Fig. 1: signal wires on met1
(3 px per um) Supply wires on this layer in grey.
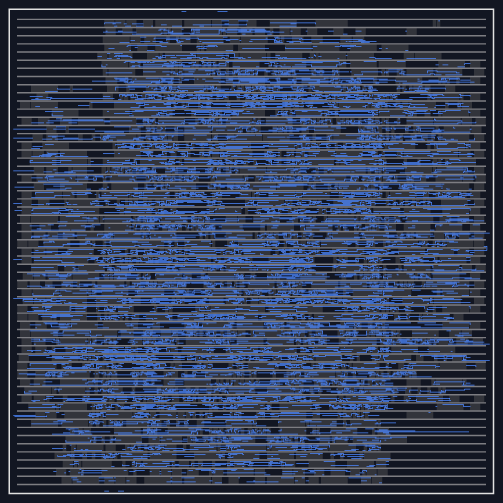
Fig. 2: metal 2
(3 px per um)
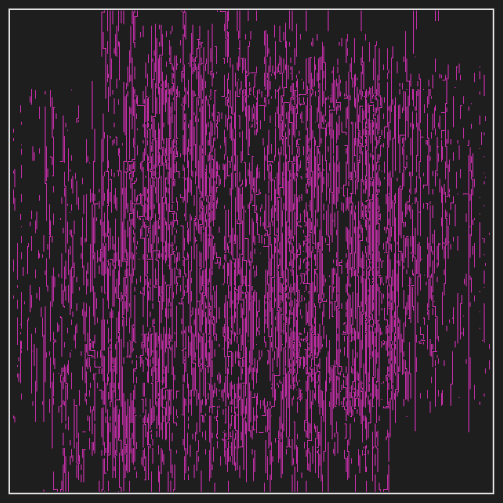
===== config.mk =====
export PLATFORM = sky130hd
export DESIGN_NAME = sysop_ctrl
export DESIGN_NICKNAME = d
export VERILOG_FILES = /design/src/rtl/sysop_ctrl.sv
export SDC_FILE = /design/constraint.sdc
export NUM_CORES = 1
export LEC_CHECK = 0
export ABC_AREA = 1
export CAP_MARGIN = 20
export CORE_MARGIN = 2
export CORE_UTILIZATION = 56
export DETAILED_ROUTE_END_ITERATION = 7
export PLACE_DENSITY = 0.8
export SKIP_CTS_REPAIR_TIMING = 1
export SLEW_MARGIN = 25
export SYNTH_ARGS = -nofsm -noshare
export SYNTH_HDL_FRONTEND = slang
export SYNTH_SLANG_ARGS = --single-unit

===== constraint.sdc =====
create_clock -name i_clk -period 4.3 [get_ports i_clk]
set_input_delay 0.645 -clock i_clk [delete_from_list [all_inputs] [get_ports i_clk]]
set_output_delay 0.645 -clock i_clk [all_outputs]
set_load 0.02 [all_outputs]

===== src/rtl/sysop_ctrl.sv =====
// rtl/sysop_ctrl.sv - machine-mode SYSTEM instruction sequencer and trap CSR file
//
// Purpose: executes CSRRW/CSRRS/CSRRC, ECALL, EBREAK and MRET, and takes
// illegal-instruction traps. It holds mstatus (MIE/MPIE), mtvec, mscratch,
// mepc, mcause and (optionally) mtval, and returns either the old CSR value
// or a PC redirect to the pipeline.
//
// Optional feature: define SYSOP_MTVAL_EN to give mtval real storage that is
// loaded on traps. Without it, 0x343 reads zero and ignores writes.
//
// Ports:
//   i_clk, i_rst_n         clock (rising edge), asynchronous active-low reset
//   i_valid / o_ready      request handshake; o_ready is high only in IDLE
//   i_sysop [2:0]          operation code (see SYSOP_* localparams)
//   i_csr_access [1:0]     {read_en, write_en}
//   i_invalid              decoder flagged an illegal instruction
//   i_csr_addr [11:0]      CSR address
//   i_wdata [31:0]         rs1 value or zero-extended zimm
//   i_pc [31:0]            PC of the instruction
//   o_done                 one-cycle completion pulse
//   o_rdata [31:0]         old CSR value (meaningful with o_done when read_en)
//   o_redirect             with o_done: fetch from o_redirect_pc
//   o_redirect_pc [31:0]   trap vector or mepc

module sysop_ctrl #(
    parameter logic [31:0] RESET_MTVEC = 32'h0000_0000,
    parameter logic [31:0] HART_ID     = 32'd0
) (
    input  logic        i_clk,
    input  logic        i_rst_n,
    input  logic        i_valid,
    output logic        o_ready,
    input  logic [2:0]  i_sysop,
    input  logic [1:0]  i_csr_access,
    input  logic        i_invalid,
    input  logic [11:0] i_csr_addr,
    input  logic [31:0] i_wdata,
    input  logic [31:0] i_pc,
    output logic        o_done,
    output logic [31:0] o_rdata,
    output logic        o_redirect,
    output logic [31:0] o_redirect_pc
);

    localparam logic [2:0] SYSOP_CSRRW  = 3'd0;
    localparam logic [2:0] SYSOP_CSRRS  = 3'd1;
    localparam logic [2:0] SYSOP_CSRRC  = 3'd2;
    localparam logic [2:0] SYSOP_ECALL  = 3'd3;
    localparam logic [2:0] SYSOP_EBREAK = 3'd4;
    localparam logic [2:0] SYSOP_MRET   = 3'd5;

    localparam logic [11:0] CSR_MSTATUS  = 12'h300;
    localparam logic [11:0] CSR_MTVEC    = 12'h305;
    localparam logic [11:0] CSR_MSCRATCH = 12'h340;
    localparam logic [11:0] CSR_MEPC     = 12'h341;
    localparam logic [11:0] CSR_MCAUSE   = 12'h342;
    localparam logic [11:0] CSR_MTVAL    = 12'h343;
    localparam logic [11:0] CSR_MHARTID  = 12'hF14;

    typedef enum logic [1:0] {
        ST_IDLE,
        ST_EXEC,
        ST_TRAP,
        ST_DONE
    } state_t;

    state_t      state_q, state_d;

    // Request latched at acceptance; inputs are ignored afterwards.
    logic [2:0]  req_sysop_q, req_sysop_d;
    logic [1:0]  req_access_q, req_access_d;
    logic        req_invalid_q, req_invalid_d;
    logic [11:0] req_addr_q, req_addr_d;
    logic [31:0] req_wdata_q, req_wdata_d;
    logic [31:0] req_pc_q, req_pc_d;

    // CSR state. mtvec/mepc keep only bits [31:2]; the low bits always read 0.
    logic        mie_q, mie_d;
    logic        mpie_q, mpie_d;
    logic [31:2] mtvec_q, mtvec_d;
    logic [31:0] mscratch_q, mscratch_d;
    logic [31:2] mepc_q, mepc_d;
    logic [31:0] mcause_q, mcause_d;
`ifdef SYSOP_MTVAL_EN
    logic [31:0] mtval_q, mtval_d;
`endif

    logic        done_q, done_d;
    logic [31:0] rdata_q, rdata_d;
    logic        redirect_q, redirect_d;
    logic [31:0] redirect_pc_q, redirect_pc_d;

    logic        is_csr_op;
    logic        csr_known;
    logic [31:0] csr_old;
    logic [31:0] csr_new;
    logic        trap_illegal;
    logic        take_trap;
    logic [31:0] trap_cause;
    logic        unused_pc_bits;

    assign unused_pc_bits = ^req_pc_q[1:0];

    assign is_csr_op = (req_sysop_q == SYSOP_CSRRW) || (req_sysop_q == SYSOP_CSRRS) ||
                       (req_sysop_q == SYSOP_CSRRC);

    // CSR read mux; csr_known flags addresses this block implements.
    always_comb begin
        csr_known = 1'b1;
        csr_old   = 32'd0;
        case (req_addr_q)
            CSR_MSTATUS:  csr_old = {19'd0, 2'b11, 3'd0, mpie_q, 3'd0, mie_q, 3'd0};
            CSR_MTVEC:    csr_old = {mtvec_q, 2'b00};
            CSR_MSCRATCH: csr_old = mscratch_q;
            CSR_MEPC:     csr_old = {mepc_q, 2'b00};
            CSR_MCAUSE:   csr_old = mcause_q;
`ifdef SYSOP_MTVAL_EN
            CSR_MTVAL:    csr_old = mtval_q;
`else
            CSR_MTVAL:    csr_old = 32'd0;
`endif
            CSR_MHARTID:  csr_old = HART_ID;
            default:      csr_known = 1'b0;
        endcase
    end

    always_comb begin
        csr_new = req_wdata_q;
        case (req_sysop_q)
            SYSOP_CSRRS: csr_new = csr_old | req_wdata_q;
            SYSOP_CSRRC: csr_new = csr_old & ~req_wdata_q;
            default:     csr_new = req_wdata_q;
        endcase
    end

    // Any write to the 0xC00-0xFFF range is a read-only violation.
    assign trap_illegal = req_invalid_q ||
                          (is_csr_op && (!csr_known ||
                                         (req_access_q[0] && (req_addr_q[11:10] == 2'b11))));
    assign take_trap    = trap_illegal || (req_sysop_q == SYSOP_ECALL) ||
                          (req_sysop_q == SYSOP_EBREAK);
    assign trap_cause   = trap_illegal                  ? 32'd2 :
                          (req_sysop_q == SYSOP_EBREAK) ? 32'd3 : 32'd11;

    always_comb begin
        state_d       = state_q;
        req_sysop_d   = req_sysop_q;
        req_access_d  = req_access_q;
        req_invalid_d = req_invalid_q;
        req_addr_d    = req_addr_q;
        req_wdata_d   = req_wdata_q;
        req_pc_d      = req_pc_q;
        mie_d         = mie_q;
        mpie_d        = mpie_q;
        mtvec_d       = mtvec_q;
        mscratch_d    = mscratch_q;
        mepc_d        = mepc_q;
        mcause_d      = mcause_q;
`ifdef SYSOP_MTVAL_EN
        mtval_d       = mtval_q;
`endif
        done_d        = 1'b0;
        redirect_d    = 1'b0;
        rdata_d       = rdata_q;
        redirect_pc_d = redirect_pc_q;

        case (state_q)
            ST_IDLE: begin
                if (i_valid) begin
                    req_sysop_d   = i_sysop;
                    req_access_d  = i_csr_access;
                    req_invalid_d = i_invalid;
                    req_addr_d    = i_csr_addr;
                    req_wdata_d   = i_wdata;
                    req_pc_d      = i_pc;
                    state_d       = ST_EXEC;
                end
            end
            ST_EXEC: begin
                if (take_trap) begin
                    state_d = ST_TRAP;
                end else begin
                    // done/redirect are registered, so they rise as DONE is entered.
                    state_d = ST_DONE;
                    done_d  = 1'b1;
                    if (is_csr_op) begin
                        if (req_access_q[1]) begin
                            rdata_d = csr_old;
                        end
                        if (req_access_q[0]) begin
                            case (req_addr_q)
                                CSR_MSTATUS: begin
                                    mie_d  = csr_new[3];
                                    mpie_d = csr_new[7];
                                end
                                CSR_MTVEC:    mtvec_d    = csr_new[31:2];
                                CSR_MSCRATCH: mscratch_d = csr_new;
                                CSR_MEPC:     mepc_d     = csr_new[31:2];
                                CSR_MCAUSE:   mcause_d   = csr_new;
`ifdef SYSOP_MTVAL_EN
                                CSR_MTVAL:    mtval_d    = csr_new;
`endif
                                default: ;
                            endcase
                        end
                    end else if (req_sysop_q == SYSOP_MRET) begin
                        mie_d         = mpie_q;
                        mpie_d        = 1'b1;
                        redirect_pc_d = {mepc_q, 2'b00};
                        redirect_d    = 1'b1;
                    end
                end
            end
            ST_TRAP: begin
                mepc_d        = req_pc_q[31:2];
                mcause_d      = trap_cause;
                mpie_d        = mie_q;
                mie_d         = 1'b0;
`ifdef SYSOP_MTVAL_EN
                mtval_d       = trap_illegal ? req_wdata_q : 32'd0;
`endif
                redirect_pc_d = {mtvec_q, 2'b00};
                redirect_d    = 1'b1;
                done_d        = 1'b1;
                state_d       = ST_DONE;
            end
            ST_DONE: begin
                state_d = ST_IDLE;
            end
            default: state_d = ST_IDLE;
        endcase
    end

    always_ff @(posedge i_clk or negedge i_rst_n) begin
        if (!i_rst_n) begin
            state_q       <= ST_IDLE;
            req_sysop_q   <= 3'd0;
            req_access_q  <= 2'd0;
            req_invalid_q <= 1'b0;
            req_addr_q    <= 12'd0;
            req_wdata_q   <= 32'd0;
            req_pc_q      <= 32'd0;
            mie_q         <= 1'b0;
            mpie_q        <= 1'b0;
            mtvec_q       <= RESET_MTVEC[31:2];
            mscratch_q    <= 32'd0;
            mepc_q        <= 30'd0;
            mcause_q      <= 32'd0;
`ifdef SYSOP_MTVAL_EN
            mtval_q       <= 32'd0;
`endif
            done_q        <= 1'b0;
            rdata_q       <= 32'd0;
            redirect_q    <= 1'b0;
            redirect_pc_q <= 32'd0;
        end else begin
            state_q       <= state_d;
            req_sysop_q   <= req_sysop_d;
            req_access_q  <= req_access_d;
            req_invalid_q <= req_invalid_d;
            req_addr_q    <= req_addr_d;
            req_wdata_q   <= req_wdata_d;
            req_pc_q      <= req_pc_d;
            mie_q         <= mie_d;
            mpie_q        <= mpie_d;
            mtvec_q       <= mtvec_d;
            mscratch_q    <= mscratch_d;
            mepc_q        <= mepc_d;
            mcause_q      <= mcause_d;
`ifdef SYSOP_MTVAL_EN
            mtval_q       <= mtval_d;
`endif
            done_q        <= done_d;
            rdata_q       <= rdata_d;
            redirect_q    <= redirect_d;
            redirect_pc_q <= redirect_pc_d;
        end
    end

    assign o_ready       = (state_q == ST_IDLE);
    assign o_done        = done_q;
    assign o_rdata       = rdata_q;
    assign o_redirect    = redirect_q;
    assign o_redirect_pc = redirect_pc_q;

endmodule


==> flow_summary_export.csv <==
group,metric,value,unit
outcome,outcome,"completed",
yosys,netlist_instances,1726,
worst_setup_path,cpLargestDelayFamily,"simple AND/OR/NAND/NOR gates",
worst_setup_path,reg2reg_depth,17,
power_and_ir_drop,p_leak,8.016,nW
final_timing,layout_setup_ws,1.221,ns
clocking,cts_max_level,1,
drt,dr.pass1.iters,6,
power_and_ir_drop,power_density,665.6,mW/mm2
placement,dp_slack,1.301,ns
drt,drc,0,
global_routing,grt_pass1_wl,63250,um
clocking,clk_pin_slew,0.06,ns
worst_setup_path,worstReg2RegEnd,"o_redirect_pc[25]",
global_routing,antenna_found_initial,1,
drt,antenna_left,0,
clocking,cts_max_path_buffers,3,
global_routing,grt_overflow,0,
min_path,min_path_type,"input port to asynchronous set/reset pin",
drt,vias_per_cell,5.802,
die,rows,57,
Notes on Fig. 1 above:
main direction = horizontal
nets with wire on the layer = 1710
GRT met1 Usage: 0.4257
Vias: 12.66k
final wirelength: 40320 um

Notes on Fig. 2 above:
share of all routed wire = 44%
main direction = vertical
wire length on this layer = 17700 um
nets with wire on the layer = 1541
met2 Usage GRT: 0.4770

final cells by class:
| cell class | count | area, um2 |
|---|---|---|
| Tap cell | 324 | 405.4 |
| Clock inverter | 13 | 147.6 |
| Timing Repair Buffer | 179 | 1762 |
| Clock buffer | 43 | 880.8 |
| Inverter | 144 | 540.5 |
| Fill cell | 2021 | 7809 |
| Multi-Input combinational cell | 1207 | 5897 |
| Sequential cell | 272 | 6807 |
kinds of logic after synthesis:
family	share of synthesized area
flip-flops	0.4938
adder cells (fa/ha/maj)	0.002724
multiplexers	0.05147
AND-OR/OR-AND	0.09913
AND/OR/NAND/NOR	0.2713
buffers and inverters	0.08125
other	0.0002721
synthesized netlist by cell type:
master	number	area share
buf_1	11	0.0030
buf_4	3	0.0016
nor2_2	6	0.0027
a211oi_1	2	0.0011
nand3_1	133	0.048
a221oi_1	1	0.00064
nor3_2	2	0.0015
o22ai_1	68	0.031
nor3_4	1	0.0012
nand2_1	623	0.17
o21ai_0	104	0.038
clkbuf_2	1	0.00036
nor3_1	4	0.0015
or2_2	1	0.00045
clkbuf_1	43	0.012
ha_1	3	0.0027
inv_2	5	0.0014
nand4_4	1	0.0015
mux2_2	63	0.051
a31oi_1	9	0.0041
o21ai_1	12	0.0044
nor2_1	80	0.022
buf_6	19	0.016
nand4_1	34	0.015
nor2_4	1	0.00082
nor2_8	1	0.0015
o21ai_2	10	0.0064
a21boi_0	1	0.00054
nand2_2	4	0.0018
buf_2	27	0.0098
clkinv_1	1	0.00027
nand2_4	4	0.0033
conb_1	1	0.00027
inv_1	138	0.038
dfrtp_1	272	0.49
a21oi_1	37	0.013
worst reg2reg max path: stages, from the launching register on:
cell     delay (ns)
dfrtp_1        0.43
inv_1          0.09
nand2_1        0.07
nor2_1         0.12
buf_4          0.23
nand3_1        0.13
nand2_1        0.09
nor2_1         0.04
nand2_1        0.05
nand2_1        0.08
nand2_2        0.08
nand4_4        0.17
nand2_4        0.13
buf_4          0.63
nand3_1        0.17
buf_4          0.28
nand2_1        0.12
nand2_1        0.05
flip-flops by register name, summed over array words and instances, names as in the netlist:
register and cells:
req_wdata_q 32, o_done 1, o_redirect 1, req_access_q 2
mscratch_q 32, o_redirect_pc 30, mie_q 1, mtvec_q 30
req_pc_q 30, mepc_q 30, req_sysop_q 3, state_q 2
mpie_q 1, mcause_q 32, req_addr_q 12, req_invalid_q 1
o_rdata 32
metal layers:
layer,part of all wire,up-vias,wire length (um),track usage
met5,0,-,0,0
met4,0.038,0,1543,0.1372
met3,0.12,128,4743,0.06250
met2,0.44,759,17730,0.4770
met1,0.40,5953,16310,0.4257
li1,-,5819,-,-
how the worst max path moves through the flow:
stage,from,end,slack (ns),cells after the start
after floorplan,state_q[0],mepc_q[14],2.20,9
after global placement,req_addr_q[0],o_redirect_pc[19],1.40,17
after detailed placement,req_addr_q[0],o_redirect_pc[31],1.30,17
after CTS,req_addr_q[0],o_redirect_pc[31],1.28,17
after global routing,req_addr_q[0],o_redirect_pc[23],0.96,17
final,req_addr_q[0],o_redirect_pc[25],1.22,17
power breakdown:
part | switching, mW | internal, mW
Combinational | 3.00 | 1.42
Sequential | 0.550 | 3.34
Clock | 1.04 | 1.60
Total | 4.59 | 6.35
Power and IR drop assume default switching activity.
